### The clock network

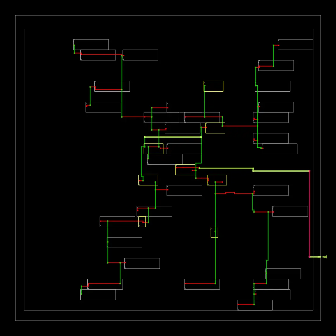
### Gate-type map

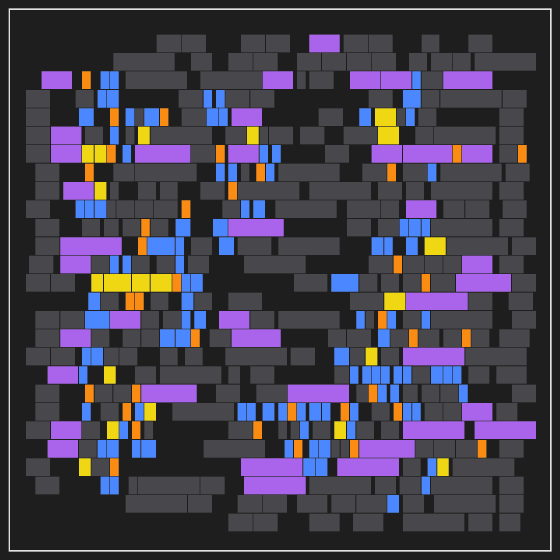
### Clock network drawn from the DEF

The bar under the picture is 20 um long.
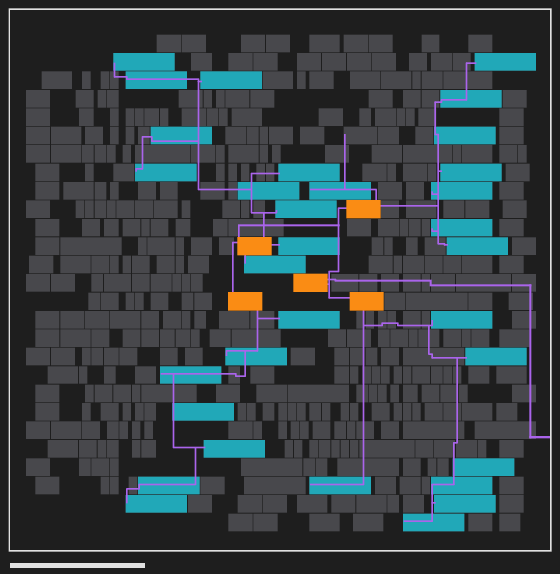
### Cells by drive strength

The bar under the picture is 20 um long.
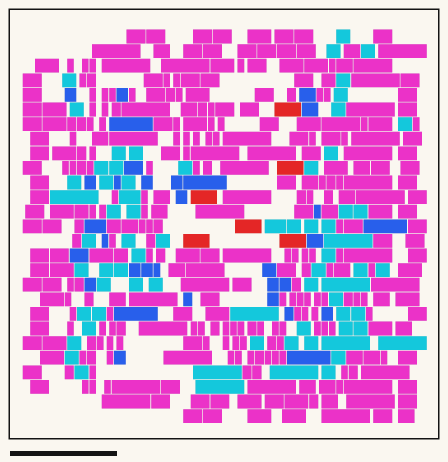
## config.mk

```make
export PLATFORM = sky130hd
export DESIGN_NAME = carry_lookahead_adder
export DESIGN_NICKNAME = d
export VERILOG_FILES = /design/src/rtl/carry_lookahead_adder.sv
export SDC_FILE = /design/constraint.sdc
export NUM_CORES = 1
export LEC_CHECK = 0
export ABC_AREA = 1
export CORE_MARGIN = 2
export CORE_UTILIZATION = 40
export DETAILED_ROUTE_END_ITERATION = 16
export PLACE_DENSITY = 0.8
export SYNTH_ARGS = -nofsm -noshare
export SYNTH_HDL_FRONTEND = slang
export SYNTH_SLANG_ARGS = --single-unit
```

## constraint.sdc

```tcl
create_clock -name clk_i -period 2.3 [get_ports clk_i]
set_input_delay 0.46 -clock clk_i [delete_from_list [all_inputs] [get_ports clk_i]]
set_output_delay 0.46 -clock clk_i [all_outputs]
set_load 0.01 [all_outputs]
```

## src/rtl/carry_lookahead_adder.sv

```systemverilog
// Registered WIDTH-bit adder built from two-level carry-lookahead logic.
// Bits are grouped by four; group generate/propagate terms feed a tree of
// 4-way lookahead blocks (one level per factor of four groups). The tree
// produces every group carry-in, so no carry ever ripples between groups.
// Optional feature macro: CARRY_OUT_EN adds registered carry_o and overflow_o.
module carry_lookahead_adder #(
  parameter int unsigned WIDTH = 32
) (
  input  logic             clk_i,
  input  logic             rst_i,
  input  logic [WIDTH-1:0] oper1_i,
  input  logic [WIDTH-1:0] oper2_i,
  output logic [WIDTH-1:0] sum_o
`ifdef CARRY_OUT_EN
  ,
  output logic             carry_o,
  output logic             overflow_o
`endif
);

  // Number of lookahead levels needed above the 4-bit groups.
  function automatic int unsigned calc_levels(input int unsigned n);
    int unsigned cnt;
    int unsigned rem;
    cnt = 0;
    rem = n;
    while (rem > 1) begin
      rem = (rem + 3) / 4;
      cnt = cnt + 1;
    end
    return cnt;
  endfunction

  localparam int unsigned NumGroups = WIDTH / 4;
  localparam int unsigned Levels    = calc_levels(NumGroups);
  // Level 0 is padded to a power of four so every tree node has four children.
  localparam int unsigned NumPad    = 1 << (2 * Levels);

  if ((WIDTH % 4) != 0 || WIDTH == 0) begin : g_width_check
    $error("carry_lookahead_adder: WIDTH must be a non-zero multiple of 4");
  end

  // Carries into positions 0..3 of a 4-wide block, flattened to sum-of-products.
  function automatic logic [3:0] cla4_carry(input logic [3:0] g, input logic [3:0] p,
                                            input logic cin);
    logic [3:0] c;
    c[0] = cin;
    c[1] = g[0] | (p[0] & cin);
    c[2] = g[1] | (p[1] & g[0]) | (p[1] & p[0] & cin);
    c[3] = g[2] | (p[2] & g[1]) | (p[2] & p[1] & g[0]) | (p[2] & p[1] & p[0] & cin);
    return c;
  endfunction

  // Block generate: the block produces a carry-out regardless of its carry-in.
  function automatic logic cla4_gen(input logic [3:0] g, input logic [3:0] p);
    return g[3] | (p[3] & g[2]) | (p[3] & p[2] & g[1]) | (p[3] & p[2] & p[1] & g[0]);
  endfunction

  // Block propagate: a carry-in passes straight through all four positions.
  function automatic logic cla4_prop(input logic [3:0] p);
    return &p;
  endfunction

  logic [WIDTH-1:0]               w_g;
  logic [WIDTH-1:0]               w_p;
  logic [WIDTH-1:0]               w_c;
  logic [WIDTH-1:0]               w_sum;
  logic                           w_cout;
  logic [Levels:0][NumPad-1:0]    w_lvl_g;
  logic [Levels:0][NumPad-1:0]    w_lvl_p;
  logic [Levels:0][NumPad-1:0]    w_lvl_c;
  logic                           w_unused_tree;
  logic [WIDTH-1:0]               r_sum;

  assign w_g = oper1_i & oper2_i;
  assign w_p = oper1_i ^ oper2_i;

  // Upward pass: group G/P at level 0, then combine four nodes per level.
  always_comb begin
    w_lvl_g = '0;
    w_lvl_p = '0;
    for (int unsigned i = 0; i < NumGroups; i++) begin
      w_lvl_g[0][i] = cla4_gen(w_g[4*i +: 4], w_p[4*i +: 4]);
      w_lvl_p[0][i] = cla4_prop(w_p[4*i +: 4]);
    end
    for (int unsigned k = 1; k <= Levels; k++) begin
      for (int unsigned j = 0; j < NumPad / 4; j++) begin
        w_lvl_g[k][j] = cla4_gen(w_lvl_g[k-1][4*j +: 4], w_lvl_p[k-1][4*j +: 4]);
        w_lvl_p[k][j] = cla4_prop(w_lvl_p[k-1][4*j +: 4]);
      end
    end
  end

  // Downward pass: root carry-in is 0; each node hands carries to its children.
  always_comb begin
    w_lvl_c = '0;
    for (int unsigned k = Levels; k > 0; k--) begin
      for (int unsigned j = 0; j < NumPad / 4; j++) begin
        w_lvl_c[k-1][4*j +: 4] = cla4_carry(w_lvl_g[k-1][4*j +: 4],
                                            w_lvl_p[k-1][4*j +: 4],
                                            w_lvl_c[k][j]);
      end
    end
  end

  // Bit-level carries inside each group from its lookahead carry-in.
  always_comb begin
    w_c = '0;
    for (int unsigned i = 0; i < NumGroups; i++) begin
      w_c[4*i +: 4] = cla4_carry(w_g[4*i +: 4], w_p[4*i +: 4], w_lvl_c[0][i]);
    end
    w_cout = cla4_gen(w_g[WIDTH-1 -: 4], w_p[WIDTH-1 -: 4])
           | (cla4_prop(w_p[WIDTH-1 -: 4]) & w_lvl_c[0][NumGroups-1]);
  end

  assign w_sum = w_p ^ w_c;

  // Result register; reset clears it without waiting for a clock edge.
  always_ff @(posedge clk_i or posedge rst_i) begin
    if (rst_i) begin
      r_sum <= '0;
    end else begin
      r_sum <= w_sum;
    end
  end

  assign sum_o = r_sum;

`ifdef CARRY_OUT_EN
  logic r_carry;
  logic r_overflow;

  // Flag registers captured on the same edge as the sum.
  always_ff @(posedge clk_i or posedge rst_i) begin
    if (rst_i) begin
      r_carry    <= 1'b0;
      r_overflow <= 1'b0;
    end else begin
      r_carry    <= w_cout;
      r_overflow <= w_cout ^ w_c[WIDTH-1];
    end
  end

  assign carry_o    = r_carry;
  assign overflow_o = r_overflow;

  // Padding nodes and the root G/P have no consumer.
  assign w_unused_tree = ^{w_lvl_g, w_lvl_p, w_lvl_c};
`else
  // Padding nodes, the root G/P and the final carry-out have no consumer.
  assign w_unused_tree = ^{w_lvl_g, w_lvl_p, w_lvl_c, w_cout};
`endif

endmodule

```

==> reports/results.txt <==
WL met2: 3.484 mm
Ant. Diodes: 0
N_taps: 72
Top Usage Layer GRT: met2
# setup viols final: 0
Avg Inst Size Synth: 8.562 um2
Synth top area share: 34.90%
Count leader, synth: nand2_1
Cells along the critical path: clkdlybuf4s50_1 > ha_1 > nand2_1 > nand2_1 > nand2_1 > a21oi_1 > nor2_2 > nand2_4 > nand2_2 > nand2_2 > fa_2 > xor2_1
Synth Area in Simple Gates: 23.50%
DP Area: 0.003724 mm2
GPL Wtd Cong: 0.8008
Finished Core Util: 73.13%
Combinational power: 0.000969 W
I/O Buffers: 97
Post-synth EDFFs: 0
Routed len/inst: 12.15 um
Post-synth regs: 32
Sequential cell power: 0.000704 W
Post-CTS Setup Repair Bufs: 8
Crit start category: primary input
Die height: 79.74 um
Placed wire-length estimate: 4.832 mm
Fin crit share: 99.27%
Ao+oa area frac: 5.725%
Post-Synth XOR/XNOR Area: 6.107%
CORE AREA: 0.005540 mm2
P_leak: 2.081 nW
Synth warn: 0
Clock root cell: clkbuf_8
Worst-path clk slew: 0.07 ns
Crit path depth: 12
Setup TNS: 0 ns
Crit path DAT: 2.44 ns
Max_slew headroom: 73.00%
Comb area leader: adder cells
Max reg flops: 32
CTS Hold Bufs: 0
Die x size: 79.74 um
Largest net degree at the start of global routing: 33
CP Max Fanout: 6
Worst Path Required: 2.46 ns
Clk buf depth: 2
Fin crit period: 2.283 ns
Async set-reset flop share out of synthesis: 100.0%
CP max stage cell: clkdlybuf4s50_1
CP dominant cell by count: nand2_1
Drt pass-1 iters: 4
Core Util at FP: 41.42%
Multi-input gates: 200
Outcome: finished clean
Yosys cell count: 268
Highest metal used: met4
Non-clock buffering overhead: 34.99%
Mux share: 0%
FP Rows: 27
Hold Crit Class: primary input to async pin
Yosys stat chip area: 0.002295 mm2
Buf+Inv Stages, Crit Path: 1
I/O pins: 98
Synth cell count leaders: nand2_1 (67), dfrtp_1 (32), inv_1 (32)
Pre-CTS WS: -0.3845 ns
Total net switching power: 0.0006407 W
# H-tree levels: 2
First-pass GRT wire length: 9.818 mm
CP Launch Point: oper1_i[5]
Fin nets: 535
Register Area: 800.8 um2
Largest cells by area after synthesis: dfrtp_1 (35%), ha_1 (17%), nand2_1 (11%)
Post_cts resized: 13
Combinational power share: 45.9%
Worst path max stage delay: 0.41 ns
Hold Worst Slack: 0.5749 ns
GRT Total Usage: 19.58%
Power per cell area: 520.7 mW/mm2
Gate Area: 0.001515 mm2
Top Layout Cells: clkdlybuf4s50_1 (85), nand2_1 (66), buf_4 (58), inv_1 (32), dfrtp_1 (32)
Sequential share of cell area: 19.77%
CTS tree: done
Met3 routed WL: 290 um
Critical path class: primary input to flip-flop
About 'The clock network':
Clock Buffer Count: 6
P_clk: 0.000436 W
Clock Sinks: 32
seq_cells: 32
total CTS buffers: 5

About 'Gate-type map':
| colour | family | cells |
|---|---|---|
| blue | nand cells | 101 |
| orange | inv cells | 36 |
| yellow | aoi and oai cells | 20 |
| purple | fa/ha/maj cells | 39 |
Layout Cells excl Fill: 503
Commonest Layout Cell: clkdlybuf4s50_1
Comb/total area: 37.40%

About 'Clock network drawn from the DEF':
[purple] clock wires | length: 413 um
[cyan] flip-flops | count: 32
[orange] clock drivers | count: 5
routed clock nets: 6
Clock power frac: 20.7%

About 'Cells by drive strength':
| colour | size | cells | share |
|---|---|---|---|
| magenta | _0 and _1 cells | 324 | 75% |
| blue | _2 cells | 32 | 7.4% |
| cyan | _3 and _4 cells | 69 | 16% |
| red | _6 and larger | 6 | 1.4% |
Non-clk bufs: 155
Area growth syn-to-layout: 76.55%
fin worst setup slack: 0.01689 ns
Final Cell Area: 0.004051 mm2

Power figures rest on the tool's default switching activity, not on a simulated workload.
